### Routed metal, one colour a layer

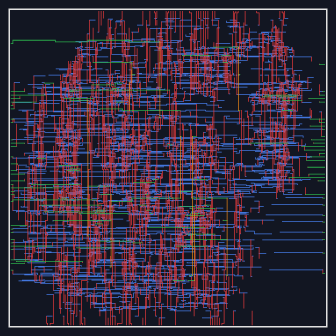
### Selected gate families

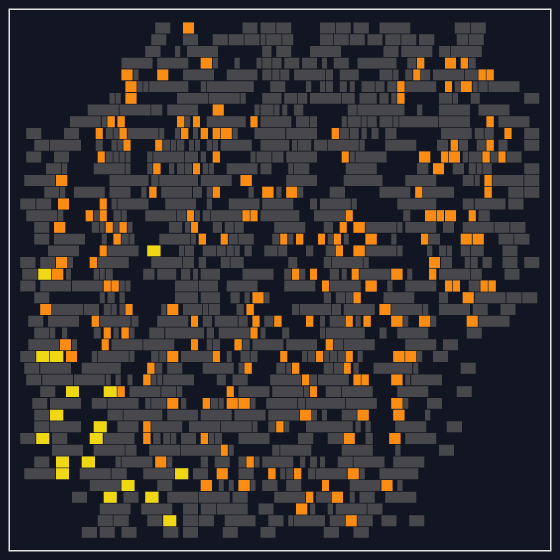
### I/O nets highlighted

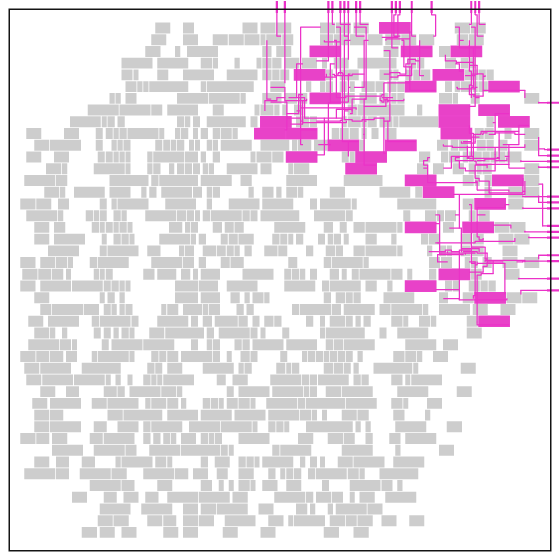
### Clock distribution

Bar = 50 um.
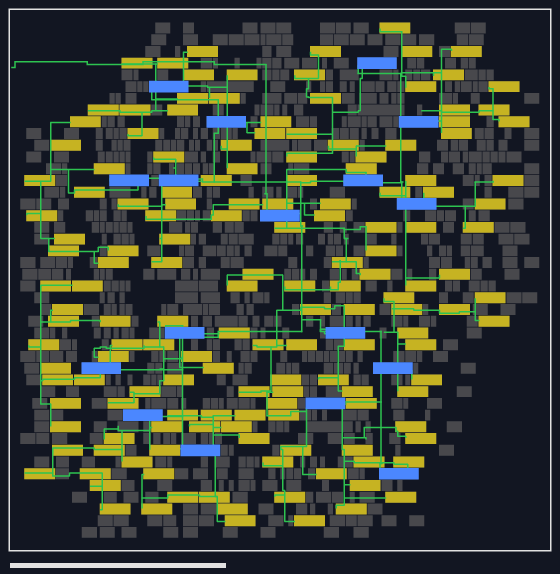
$ cat src/rtl/axis_upsizer.sv
// axis_upsizer: packs RATIO narrow AXI-Stream beats into one wide beat; define AXIS_UPSIZER_SKID_EN for a registered s_ready via a one-entry skid
module axis_upsizer #(
  parameter int WORD_WIDTH = 16,
  parameter int S_WORDS = 1,
  parameter int RATIO = 4,
  parameter int CNT_W = 32
) (
  input  logic aclk,
  input  logic areset,
  output logic s_ready,
  input  logic s_valid,
  input  logic s_last,
  input  logic [S_WORDS*WORD_WIDTH-1:0] s_data,
  input  logic [S_WORDS-1:0] s_keep,
  input  logic m_ready,
  output logic m_valid,
  output logic m_last,
  output logic [S_WORDS*RATIO*WORD_WIDTH-1:0] m_data,
  output logic [S_WORDS*RATIO-1:0] m_keep,
  output logic [CNT_W-1:0] pkt_count
);
  localparam int BW = S_WORDS*WORD_WIDTH;
  localparam int CW = RATIO > 1 ? $clog2(RATIO) : 1;
  logic [CW-1:0] cnt;
  logic [RATIO*BW-1:0] acc_data, nxt_data;
  logic [RATIO*S_WORDS-1:0] acc_keep, nxt_keep;
  logic out_free, accept, in_valid, in_last, in_close, go;
  logic [BW-1:0] in_data;
  logic [S_WORDS-1:0] in_keep;
  assign out_free = !m_valid || m_ready;
  assign accept = s_valid && s_ready;
`ifdef AXIS_UPSIZER_SKID_EN
  logic skid_valid, skid_last;
  logic [BW-1:0] skid_data;
  logic [S_WORDS-1:0] skid_keep;
  assign s_ready = !skid_valid && !areset;
  assign in_valid = skid_valid || accept;
  assign in_last = skid_valid ? skid_last : s_last;
  assign in_data = skid_valid ? skid_data : s_data;
  assign in_keep = skid_valid ? skid_keep : s_keep;
  always_ff @(posedge aclk) begin
    if (areset) begin
      skid_valid <= 1'b0;
      skid_last <= 1'b0;
      skid_data <= '0;
      skid_keep <= '0;
    end else if (!skid_valid && accept && !go) begin
      skid_valid <= 1'b1;
      skid_last <= s_last;
      skid_data <= s_data;
      skid_keep <= s_keep;
    end else if (skid_valid && go) begin
      skid_valid <= 1'b0;
    end
  end
`else
  assign s_ready = out_free && !areset;
  assign in_valid = accept;
  assign in_last = s_last;
  assign in_data = s_data;
  assign in_keep = s_keep;
`endif
  assign in_close = cnt == CW'(RATIO-1) || in_last;
  // non-closing beats only touch the accumulator, so they never wait on the output
  assign go = in_valid && (out_free || !in_close);
  always_comb begin
    nxt_data = '0;
    nxt_keep = '0;
    for (int k = 0; k < RATIO; k++) begin
      nxt_data[k*BW +: BW] = k < int'(cnt) ? acc_data[k*BW +: BW] : k == int'(cnt) ? in_data : '0;
      nxt_keep[k*S_WORDS +: S_WORDS] = k < int'(cnt) ? acc_keep[k*S_WORDS +: S_WORDS] : k == int'(cnt) ? in_keep : '0;
    end
  end
  always_ff @(posedge aclk) begin
    if (areset) begin
      cnt <= '0;
      acc_data <= '0;
      acc_keep <= '0;
      m_valid <= 1'b0;
      m_last <= 1'b0;
      m_data <= '0;
      m_keep <= '0;
      pkt_count <= '0;
    end else begin
      if (m_valid && m_ready && m_last) pkt_count <= pkt_count + CNT_W'(1);
      if (go && in_close) begin
        m_valid <= 1'b1;
        m_last <= in_last;
        m_data <= nxt_data;
        m_keep <= nxt_keep;
        cnt <= '0;
        acc_keep <= '0;
      end else begin
        if (m_ready) m_valid <= 1'b0;
        if (go) begin
          acc_data[cnt*BW +: BW] <= in_data;
          acc_keep[cnt*S_WORDS +: S_WORDS] <= in_keep;
          cnt <= cnt + CW'(1);
        end
      end
    end
  end
endmodule

$ cat config.mk
export PLATFORM = sky130hd
export DESIGN_NAME = axis_upsizer
export DESIGN_NICKNAME = d
export VERILOG_FILES = /design/src/rtl/axis_upsizer.sv
export SDC_FILE = /design/constraint.sdc
export NUM_CORES = 1
export LEC_CHECK = 0
export CAP_MARGIN = 25
export CORE_MARGIN = 2
export CORE_UTILIZATION = 44
export DETAILED_ROUTE_END_ITERATION = 10
export PLACE_DENSITY = 0.7
export SLEW_MARGIN = 15
export SYNTH_ARGS = -nofsm -noshare
export SYNTH_HDL_FRONTEND = slang
export SYNTH_SLANG_ARGS = --single-unit
export TNS_END_PERCENT = 10
$ cat constraint.sdc
create_clock -name aclk -period 6.4 [get_ports aclk]
set_input_delay 1.28 -clock aclk [delete_from_list [all_inputs] [get_ports aclk]]
set_output_delay 1.28 -clock aclk [all_outputs]
set_load 0.01 [all_outputs]
==> impl_metrics.toml <==
# yosys + openroad results
[outcome]
status = "finished clean"

[critical_path]
cp_slowest_cell = "clkdlybuf4s50_1"
crit_buf_inv = 2
required_ns = 5.12
cpLargestDelayFamily = "buffers and inverters"
cp_cell_sequence = "clkdlybuf4s50_1 -> nor2b_1 -> nor2_1 -> clkdlybuf4s50_1"
critPathLaunchType = "input port"
cp.arrival_ns = 2.63
critical_path.max_fanout = 5
crit_type = "input port to output pin"
cp_common_cell = "clkdlybuf4s50_1"
end_kind = "output pin"
max_stage_delay_ns = 0.49

[pwr]
seqPwrFrac_pct = 45.6
intPower_w = 0.001695
total_power_w = 0.002199
switching_share_pct = 22.92
irDropWorstVdd_v = 0.0001648
p_per_area_nw_per_um2 = 264.0
switching_power_w = 0.0005040
p_comb_share_pct = 8.6
leakagePower_nw = 2.856
power.clock.fraction_pct = 45.8

[global_route]
antenna_found_initial = 0
grt_pass1_vias = 5451
grt_pass1_wl_um = 28380
grt_max_degree = 100
overflow = 0
grt_util_all_layers_pct = 22.31

[detailed_routing]
ant_nets = 0
route.detailed.drc = 0
first_iter_violations = 505
via_per_inst = 5.704
wl_per_cell_um = 16.82
drtPass1Iterations = 6

[run]
cap_violations = 0
warning_count = 31

[final_layout]
comb-cell-share_pct = 37.10
n_fill_cell = 1280
seq_area_um2 = 3103
nonClkBufAreaFrac_pct = 15.59
final_util_pct = 57.76
seq_cell_count = 155
area_growth_pct = 28.88
design_area_um2 = 8330
n_all_buffers = 131
layout.cells.non_filler = 1050
dominant_cells = "sequential cells"
n_clock_buffer = 23
layout.nets = 883
drive_gt1_share_pct = 4.734
diodes = 0
comb_area_um2 = 3090
sh_seq_area_pct = 37.25
clk_share_pct = 7.029
logic_gate_count = 543
n_all_inverters = 6

[synthesis]
syn_area_per_cell_um2 = 8.405
yosys.stat.seqShare_pct = 48.01
synth_cell_types = 34
syn-num-nets = 798
yosysWarnings = 0
netlist_area_um2 = 6464
syn_inst = 769
ys_ff = 155
yosys_area_um2 = 6464
ys_cells = 769

[place]
placed_area_um2 = 7742
dp_hpwl_um = 11710
gp_congestion = 0.8081
dp.cells = 1019
dp_slack_ns = 2.479

[floorplan]
fp_util_pct = 44.81
core.rowCount = 44
fp.coreArea_um2 = 14420
die_y_um = 125.2
dieArea_um2 = 15680
nWellTaps = 184
dieWidth_um = 125.2

[timing]
hold_ws_ns = 0.4500
fin_setup_tns_ns = 0
clock_skew_ns = 0.01054
fmax_mhz = 255.8
rsz0062_at_grt = "false"
fin_crit_ns = 3.909
finalHoldViolations = 0
slew_headroom_pct = 31.78
finalCritPeriodShare_pct = 61.07
finalSetupViolations = 0
tightest_slew_ns = 1.023
maxSlewViolCount = 0
setup_ws_ns = 2.491

[clocking]
cts_num_sinks = 155
cts_resized = 0
numCtsBuffers = 17
clkLatencyLatePin_ns = 0.43
cts_tree = "built"
postCtsSetupBuffers = 0
cts_max_level = 4
hold_buffers = 0
path_clk_slew_ns = 0.05
cts_max_path_buffers = 2
clockRootBuffer = "clkbuf_16"

[min_path]
hold_path_class = "flip-flop to flip-flop"
Back to the opening pictures, 'Routed metal, one colour a layer':
legend:
  metal 1:
    colour: blue
    wire_length: 8,160 um
  metal 3:
    colour: green
    wire_length: 919 um
  metal 2:
    colour: red
    wire_length: 8,290 um
  metal 4:
    colour: orange
    wire_length: 294 um
routed vias: 5,989
WL final: 17,670 um

Back to the opening pictures, 'Selected gate families':
legend:
  inverting AOI/OAI gates:
    colour: orange
    cells: 179
  AND-OR and OR-AND gates:
    colour: yellow
    cells: 18
    where: south-west

Back to the opening pictures, 'I/O nets highlighted':
legend:
  pkt_count:
    colour: magenta
    bits: 32
    direction: output
    end_cells: 32
    wire: 1,310 um
I/O Buffers: 124
Boundary Pins: 125

Back to the opening pictures, 'Clock distribution':
legend:
  clock wires:
    colour: green
    length: 1,780 um
  clock drivers:
    colour: blue
    count: 17
  flip-flops:
    colour: yellow
    count: 155
routed clock nets: 18
flops lie: all over the die

[Yosys cell counts, drive strengths merged]
cell type,n,area [um2]
a211oi,51,382.9
a21oi,108,540.5
a22o,18,157.7
and2,1,6.260
and3,19,118.9
and3b,1,8.760
and4,7,61.31
buf,8,48.79
clkbuf,57,214.0
dfxtp,155,3103
ha,7,87.58
inv,6,22.52
mux2i,17,170.2
nand2,80,300.3
nand2b,1,6.260
nand3,60,300.3
nand4,18,118.9
nor2,86,322.8
nor2b,3,18.77
nor3,4,20.02
nor3b,1,12.51
nor4,3,18.77
nor4b,1,8.760
o21ai,8,40.04
o31ai,12,90.09
or2,1,6.260
or3,9,56.30
or4,15,116.4
xnor2,9,78.83
xor2,3,26.28
[worst min-delay path, cell delays in order, from the launching register on]
cell	delay [ns]
dfxtp_1	0.31
nand2_1	0.05
a21oi_1	0.05
[layout by cell type (no fill, tap or decap), drive strengths merged]
cell           netlist  final
ha                   7      7
a211oi              51     51
or2                  1      1
or3                  9      9
and3                19     19
a21oi              108    108
xnor2                9      9
clkinvlp             0      1
o31ai               12     12
and2                 1      1
nor4                 3      3
nor2b                3      3
clkbuf              57     23
dfxtp              155    155
nand2b               1      1
nor2                86     86
or4                 15     15
clkdlybuf4s50        0    123
nand2               80     80
a22o                18     18
buf                  8      8
mux2i               17     17
and3b                1      1
nor3b                1      1
bufinv               0      3
nor3                 4      4
xor2                 3      3
inv                  6      6
clkinv               0      4
o21ai                8      8
and4                 7      7
nor4b                1      1
nand3               60     60
nand4               18     18
[sequential cells by signal, summed over array words and instances (netlist names)]
register	count
m_keep	4
cnt	2
acc_keep	3
pkt_count	32
m_last	1
m_valid	1
m_data	64
acc_data	48
[logic make-up (layout without fill, tap and decap cells)]
kind of cell,count (synthesis),count (layout),synth area share (%)
AOI/OAI and AO/OA,197,197,18.74
xor gates and xnor gates,12,12,1.626
adders and majority gates,7,7,1.355
buffers and inverters,71,168,4.413
DFF,155,155,48.01
muxes,17,17,2.633
and+or+nand+nor,310,310,23.23
[final timing paths]
path | start | endpoint | slack, ns | cells after the start
max | m_ready | s_ready | 2.49 | 4
min | acc_data[42]$_SDFFE_PP0P_ | acc_data[42]$_SDFFE_PP0P_ | 0.45 | 2
max reg2reg | cnt[1]$_SDFFE_PP0P_ | acc_data[30]$_SDFFE_PP0P_ | 3.31 | 6
min reg2reg | acc_data[42]$_SDFFE_PP0P_ | acc_data[42]$_SDFFE_PP0P_ | 0.45 | 2
[routing by layer]
layer	vias to the layer above	wire length (um)	GRT usage, %
met4	0	294	6.928
met3	27	918	5.092
met5	-	0	0
li1	2927	-	-
met1	2845	8158	30.05
met2	190	8294	35.77
[power by group through the flow]
stage | clock network, W | logic (W) | registers, W
3_5_place_dp | 0 | 0.000189 | 0.00102
3_3_place_gp | 0 | 0.000185 | 0.00102
2_1_floorplan | 0 | 0.0000917 | 0.00103
6_report | 0.00101 | 0.000190 | 0.00100
5_1_grt | 0.00107 | 0.000206 | 0.00100
4_1_cts | 0.00102 | 0.000190 | 0.00100
